==> images/clock_wires.png <==
Scale bar: 20 um.
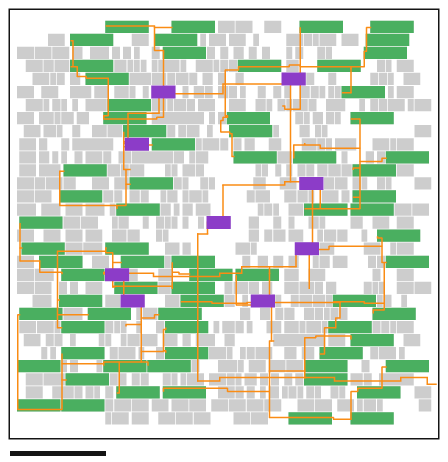
==> images/clock_nets.png <==
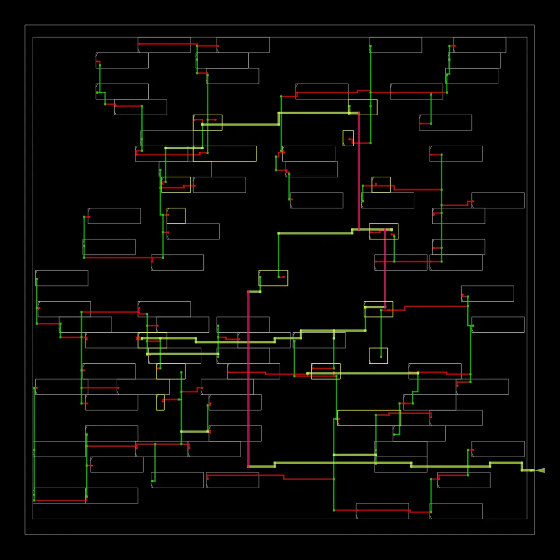
==> images/gates.png <==
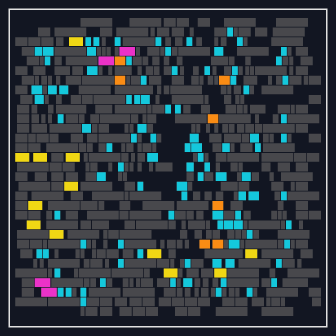
==> images/class_map.png <==
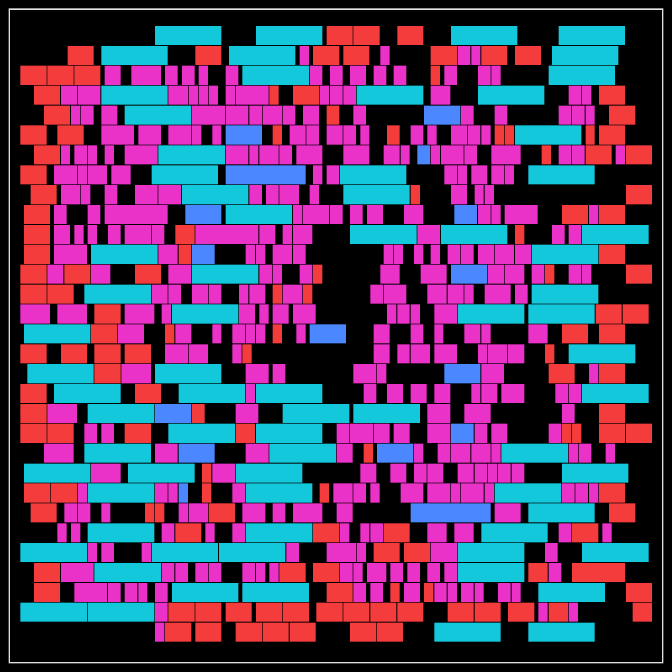
==> images/ff_map.png <==
Other sequential cells in the stronger gray, the rest of the logic in the fainter gray.
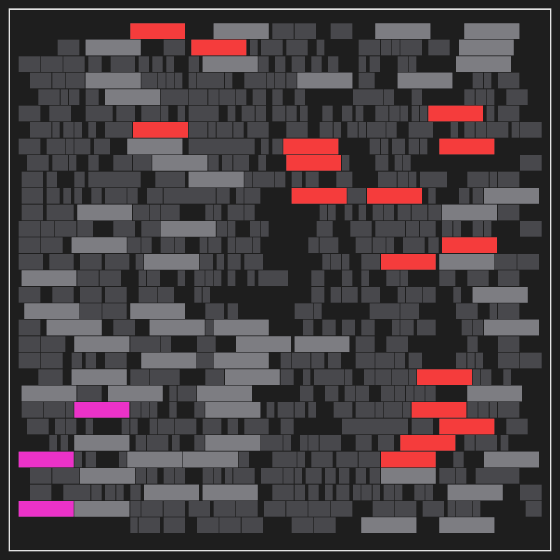
<file path="config.mk">
export PLATFORM = sky130hd
export DESIGN_NAME = keypad_entry
export DESIGN_NICKNAME = d
export VERILOG_FILES = /design/src/rtl/keypad_entry.sv
export SDC_FILE = /design/constraint.sdc
export NUM_CORES = 1
export LEC_CHECK = 0
export CAP_MARGIN = 20
export CORE_MARGIN = 1
export CORE_UTILIZATION = 53
export DETAILED_ROUTE_END_ITERATION = 8
export GPL_TIMING_DRIVEN = 0
export HOLD_SLACK_MARGIN = 0.12
export PLACE_DENSITY = 0.89
export SKIP_LAST_GASP = 1
export SLEW_MARGIN = 20
export SYNTH_ARGS = -nofsm -noshare
export SYNTH_HDL_FRONTEND = slang
export SYNTH_SLANG_ARGS = --single-unit
</file>
<file path="constraint.sdc">
create_clock -name CLK25MHZ -period 3.7 [get_ports CLK25MHZ]
set_input_delay 0.74 -clock CLK25MHZ [delete_from_list [all_inputs] [get_ports CLK25MHZ]]
set_output_delay 0.74 -clock CLK25MHZ [all_outputs]
set_load 0.02 [all_outputs]
</file>
<file path="src/rtl/keypad_entry.sv">
// keypad_entry: front-panel command assembler between the keyboard scanner
// and cpu_control. Hex digits build a 16-bit entry value, load/dec manage the
// monitor address, and store/register keys issue one write command over a
// valid/ack handshake. Keys are only honoured while the CPU is halted.
// Optional build macro KEYPAD_ENTRY_TIMEOUT_EN adds an ack timeout that
// abandons a stuck command and raises the sticky cmd_err flag.
module keypad_entry #(
  parameter int TIMEOUT_CYCLES = 1024,
  parameter int CNT_W          = 11
) (
  input  logic        CLK25MHZ,
  input  logic        rst_n,
  input  logic        stopped,
  input  logic [15:0] b_hex,
  input  logic        b_load,
  input  logic        b_storeinc,
  input  logic        b_dec,
  input  logic        b_toA,
  input  logic        b_toX,
  input  logic        b_toY,
  input  logic        b_toSP,
  input  logic        b_toPC,
  output logic [15:0] entry,
  output logic [2:0]  digits,
  output logic [15:0] addr,
  output logic        cmd_valid,
  output logic [2:0]  cmd_op,
  output logic [15:0] cmd_addr,
  output logic [15:0] cmd_data,
  input  logic        cmd_ack,
  output logic        key_dropped,
  output logic        cmd_err
);

  typedef enum logic [0:0] {IDLE, REQ} state_t;

  localparam logic [2:0] OP_MEM = 3'd0;
  localparam logic [2:0] OP_A   = 3'd1;
  localparam logic [2:0] OP_X   = 3'd2;
  localparam logic [2:0] OP_Y   = 3'd3;
  localparam logic [2:0] OP_SP  = 3'd4;
  localparam logic [2:0] OP_PC  = 3'd5;

  state_t      state_q, state_d;
  logic [15:0] entry_q, entry_d;
  logic [2:0]  digits_q, digits_d;
  logic [15:0] addr_q, addr_d;
  logic        cmdValid_q, cmdValid_d;
  logic [2:0]  cmdOp_q, cmdOp_d;
  logic [15:0] cmdAddr_q, cmdAddr_d;
  logic [15:0] cmdData_q, cmdData_d;
  logic        keyDropped_q, keyDropped_d;

  logic [3:0]  hexDigit;
  logic        hexAny;
  logic        cmdKey;
  logic        anyKey;

`ifdef KEYPAD_ENTRY_TIMEOUT_EN
  logic [CNT_W-1:0] cnt_q, cnt_d;
  logic             cmdErr_q, cmdErr_d;
`endif

  assign hexAny = |b_hex;
  assign cmdKey = b_storeinc | b_toPC | b_toA | b_toX | b_toY | b_toSP;
  assign anyKey = hexAny | b_load | b_dec | cmdKey;

  // Encode the lowest set bit of the one-hot digit bus (descending scan, last hit wins)
  always_comb begin
    hexDigit = 4'h0;
    for (int i = 15; i >= 0; i--) begin
      if (b_hex[i]) hexDigit = 4'(i);
    end
  end

  // Next-state and datapath: key decode in IDLE, handshake completion in REQ
  always_comb begin
    state_d      = state_q;
    entry_d      = entry_q;
    digits_d     = digits_q;
    addr_d       = addr_q;
    cmdValid_d   = cmdValid_q;
    cmdOp_d      = cmdOp_q;
    cmdAddr_d    = cmdAddr_q;
    cmdData_d    = cmdData_q;
    keyDropped_d = 1'b0;
`ifdef KEYPAD_ENTRY_TIMEOUT_EN
    cnt_d        = cnt_q;
    cmdErr_d     = cmdErr_q;
`endif
    case (state_q)
      IDLE: begin
        if (stopped && anyKey) begin
`ifdef KEYPAD_ENTRY_TIMEOUT_EN
          cmdErr_d = 1'b0;
`endif
          if (hexAny) begin
            entry_d  = {entry_q[11:0], hexDigit};
            digits_d = (digits_q == 3'd4) ? 3'd4 : digits_q + 3'd1;
          end else if (b_load) begin
            addr_d   = entry_q;
            entry_d  = 16'h0000;
            digits_d = 3'd0;
          end else if (b_dec) begin
            addr_d = addr_q - 16'h0001;
          end else begin
            state_d    = REQ;
            cmdValid_d = 1'b1;
            cmdAddr_d  = 16'h0000;
            cmdData_d  = {8'h00, entry_q[7:0]};
`ifdef KEYPAD_ENTRY_TIMEOUT_EN
            cnt_d      = '0;
`endif
            if (b_storeinc) begin
              cmdOp_d   = OP_MEM;
              cmdAddr_d = addr_q;
            end else if (b_toPC) begin
              cmdOp_d   = OP_PC;
              cmdData_d = entry_q;
            end else if (b_toA) begin
              cmdOp_d = OP_A;
            end else if (b_toX) begin
              cmdOp_d = OP_X;
            end else if (b_toY) begin
              cmdOp_d = OP_Y;
            end else begin
              cmdOp_d = OP_SP;
            end
          end
        end
      end
      REQ: begin
        if (stopped && anyKey) keyDropped_d = 1'b1;
        if (cmd_ack) begin
          state_d    = IDLE;
          cmdValid_d = 1'b0;
          entry_d    = 16'h0000;
          digits_d   = 3'd0;
          if (cmdOp_q == OP_MEM) addr_d = addr_q + 16'h0001;
`ifdef KEYPAD_ENTRY_TIMEOUT_EN
        end else if (cnt_q == CNT_W'(TIMEOUT_CYCLES - 1)) begin
          state_d    = IDLE;
          cmdValid_d = 1'b0;
          cmdErr_d   = 1'b1;
        end else begin
          cnt_d = cnt_q + 1'b1;
`endif
        end
      end
      default: state_d = IDLE;
    endcase
  end

  // State and datapath registers, cleared asynchronously by rst_n
  always_ff @(posedge CLK25MHZ or negedge rst_n) begin
    if (!rst_n) begin
      state_q      <= IDLE;
      entry_q      <= 16'h0000;
      digits_q     <= 3'd0;
      addr_q       <= 16'h0000;
      cmdValid_q   <= 1'b0;
      cmdOp_q      <= 3'd0;
      cmdAddr_q    <= 16'h0000;
      cmdData_q    <= 16'h0000;
      keyDropped_q <= 1'b0;
    end else begin
      state_q      <= state_d;
      entry_q      <= entry_d;
      digits_q     <= digits_d;
      addr_q       <= addr_d;
      cmdValid_q   <= cmdValid_d;
      cmdOp_q      <= cmdOp_d;
      cmdAddr_q    <= cmdAddr_d;
      cmdData_q    <= cmdData_d;
      keyDropped_q <= keyDropped_d;
    end
  end

`ifdef KEYPAD_ENTRY_TIMEOUT_EN
  // Timeout counter and sticky error flag
  always_ff @(posedge CLK25MHZ or negedge rst_n) begin
    if (!rst_n) begin
      cnt_q    <= '0;
      cmdErr_q <= 1'b0;
    end else begin
      cnt_q    <= cnt_d;
      cmdErr_q <= cmdErr_d;
    end
  end

  assign cmd_err = cmdErr_q;
`else
  assign cmd_err = 1'b0;
`endif

  assign entry       = entry_q;
  assign digits      = digits_q;
  assign addr        = addr_q;
  assign cmd_valid   = cmdValid_q;
  assign cmd_op      = cmdOp_q;
  assign cmd_addr    = cmdAddr_q;
  assign cmd_data    = cmdData_q;
  assign key_dropped = keyDropped_q;

endmodule

</file>
==> reports/qor.yml <==
run_status:
  outcome: "finished, final reports clean"
power_and_ir_drop:
  switching_power_uw: 510
  p_seq_share_pct: 46.9
  pwr-share-comb_pct: 14.8
  clkPwrFrac_pct: 38.3
  power_density_nw_per_um2: 343
  maxPowerGroup: "registers"
  pg_comb_uw: 273
  vdd_ir_drop_max_v: 0.000281
  p_int_mw: 1.34
hold_path:
  hold_path_class: "in2async"
job:
  maxCapViolations: 0
  log.warning_count: 28
logic_synthesis:
  ys_sh_mux_pct: 3.29
  ys_cells: 450
  synth_warnings: 0
  syn-cell-area_um2: 4030
  yosys.stat.seqShare_pct: 45.4
  synthArstFlopShare_pct: 100
  simple_gate_share_pct: 21.9
  synthAoiAreaFrac_pct: 19.6
  ys_ff: 73
  synth.area.top_cells: "dfrtp_1 (45%), o21ai_0 (5.7%), nand3_1 (4.5%), inv_1 (3.3%), nand2_1 (3.2%)"
  yosysTopAreaCell: "dfrtp_1"
  netlist_top_cells_count: "dfrtp_1 (73), o21ai_0 (46), nand3_1 (36)"
  ys_top_logic_family: "simple AND/OR/NAND/NOR gates"
  yosys-stat-area_um2: 4030
  fp_nets: 482
  synth_cells: 450
cells_and_area:
  ff_count: 73
  buffers: 135
  clock_area_share_pct: 4.07
  logic_gate_count: 307
  nonClkBufAreaFrac_pct: 21.6
  final-seq-area_um2: 1830
  layout-drive-gt1-share_pct: 7.24
  mi_logic_area_um2: 1920
timing:
  finalHoldViolations: 0
  setup_viol: 0
  period_used_pct: 83.3
  tightest_slew_ps: 1170
  holdWs_ps: 325
  clock.fmax_mhz: 324
  setup_slack_ps: 618
  fin_crit_ps: 3080
  slew_headroom_pct: 21.6
  maxSlewViolCount: 0
  clock_skew_ps: 14.8
global_routing:
  antenna_found_initial: 0
  grt_max_degree: 39
  grt.overflow.total: 0
floorplanning:
  chip_area_um2: 7950
  initCoreUtil_pct: 55.2
  core_area_um2: 7290
  die_w_um: 89.2
  placementRows: 31
  die_h_um: 89.2
drt:
  ant_nets: 0
  vias: 4026
  viasPerCell: 6.05
  drtPass1Iterations: 5
  drt-initial-drc-count: 308
setup_path:
  cp_slowest_cell: "nor4b_4"
  crit_chain: "clkdlybuf4s50_1, or4_1, nand4b_4, nor4b_4, clkbuf_1, o21ai_0"
  cp_max_fo: 10
  rr_worst_depth: 7
  end_kind: "register"
  r2r_start: "addr[0]"
  crit_type: "in2reg"
  worst_ep_required_time_ps: 3910
  setup.worst_path.start: "b_hex[8]"
  rr_endpoint: "addr[12]"
  arrival_ps: 3290
placed_design:
  dp_hpwl_um: 9080
  place_ws_ps: 259
  io_buffers: 99
clock_tree:
  tritoncts: "built"
  ctsHoldBuffers: 0
  path_clk_slew_ps: 90
About clock_wires.png:
Key: orange = clock wires [length 967 um]; green = flip-flops [count 73]; purple = clock-net drivers [count 9]
There are 10 routed clock nets. Position of the flops: widely spread.

About clock_nets.png:
Num CTS Buffers: 9
P_clk: 707 uW
clk_lat worst skew: 360 ps
clk sinks: 73

About gates.png:
Key: orange = xor and xnor cells [cells 7]; cyan = aoi and oai cells [cells 95, where widely spread]; magenta = fa/ha/maj cells [cells 4]; yellow = mux cells [cells 12]
final cell count without fillers: 665
Commonest Layout Cell: clkdlybuf4s50_1
combinational share of cell area: 35.7%

About class_map.png:
Key: blue = clock drivers and dummy loads [cells 16]; cyan = sequential cells [cells 73]; magenta = remaining logic cells [cells 342]; red = remaining buffers and delay cells [cells 135]

About ff_map.png:
Key: magenta = digits [placed flops 3]; red = addr [placed flops 16]

-- cell usage in the layout, fill, tap and decap left out, types with 4 or more instances in the layout --
| cell | n |
|---|---|
| o211ai_1 | 6 |
| and2_1 | 4 |
| buf_4 | 5 |
| nand4_1 | 5 |
| mux2_1 | 8 |
| nor4_2 | 4 |
| o31ai_1 | 5 |
| or4_1 | 7 |
| nand3_1 | 36 |
| a22o_1 | 11 |
| o21ai_0 | 46 |
| xnor2_1 | 6 |
| or2_2 | 4 |
| nor2_1 | 27 |
| nand2_1 | 34 |
| buf_2 | 4 |
| nor4_1 | 11 |
| a221o_1 | 4 |
| dfrtp_1 | 73 |
| a21oi_1 | 17 |
| nand2b_1 | 5 |
| clkbuf_8 | 9 |
| nor2b_1 | 4 |
| clkbuf_1 | 28 |
| and3_1 | 5 |
| inv_1 | 35 |
| nor3_1 | 11 |
| clkdlybuf4s50_1 | 98 |
| ha_1 | 4 |
-- worst max-delay path, delay by kind of cell --
family,cells,cell delay [ps]
and+or+nand+nor,3,1440
buffers and inverters,2,930
AOI/OAI and AO/OA,1,180
-- through the flow --
stage | std cells | setup TNS (ps) | cell area (um2) | util [%]
final | 665 | 0 | 5380 | 73.8
after global routing | 665 | 0 | 5380 | 73.8
after CTS | 665 | 0 | 5380 | 73.8
after detailed placement | 649 | 0 | 5160 | 70.8
after global placement | 648 | -37390 | 5140 | 70.5
after floorplan | 450 | 0 | 4030 | -
-- routing by layer --
layer / up-vias / GRT usage, % / wire, um
met1: 1936 / 42.3 / 5060
met5: - / 0 / 0
met2: 210 / 55.0 / 5890
li1: 1844 / - / -
met3: 36 / 7.76 / 998
met4: 0 / 12.8 / 403
Power figures rest on the tool's default switching activity, not on a simulated workload.
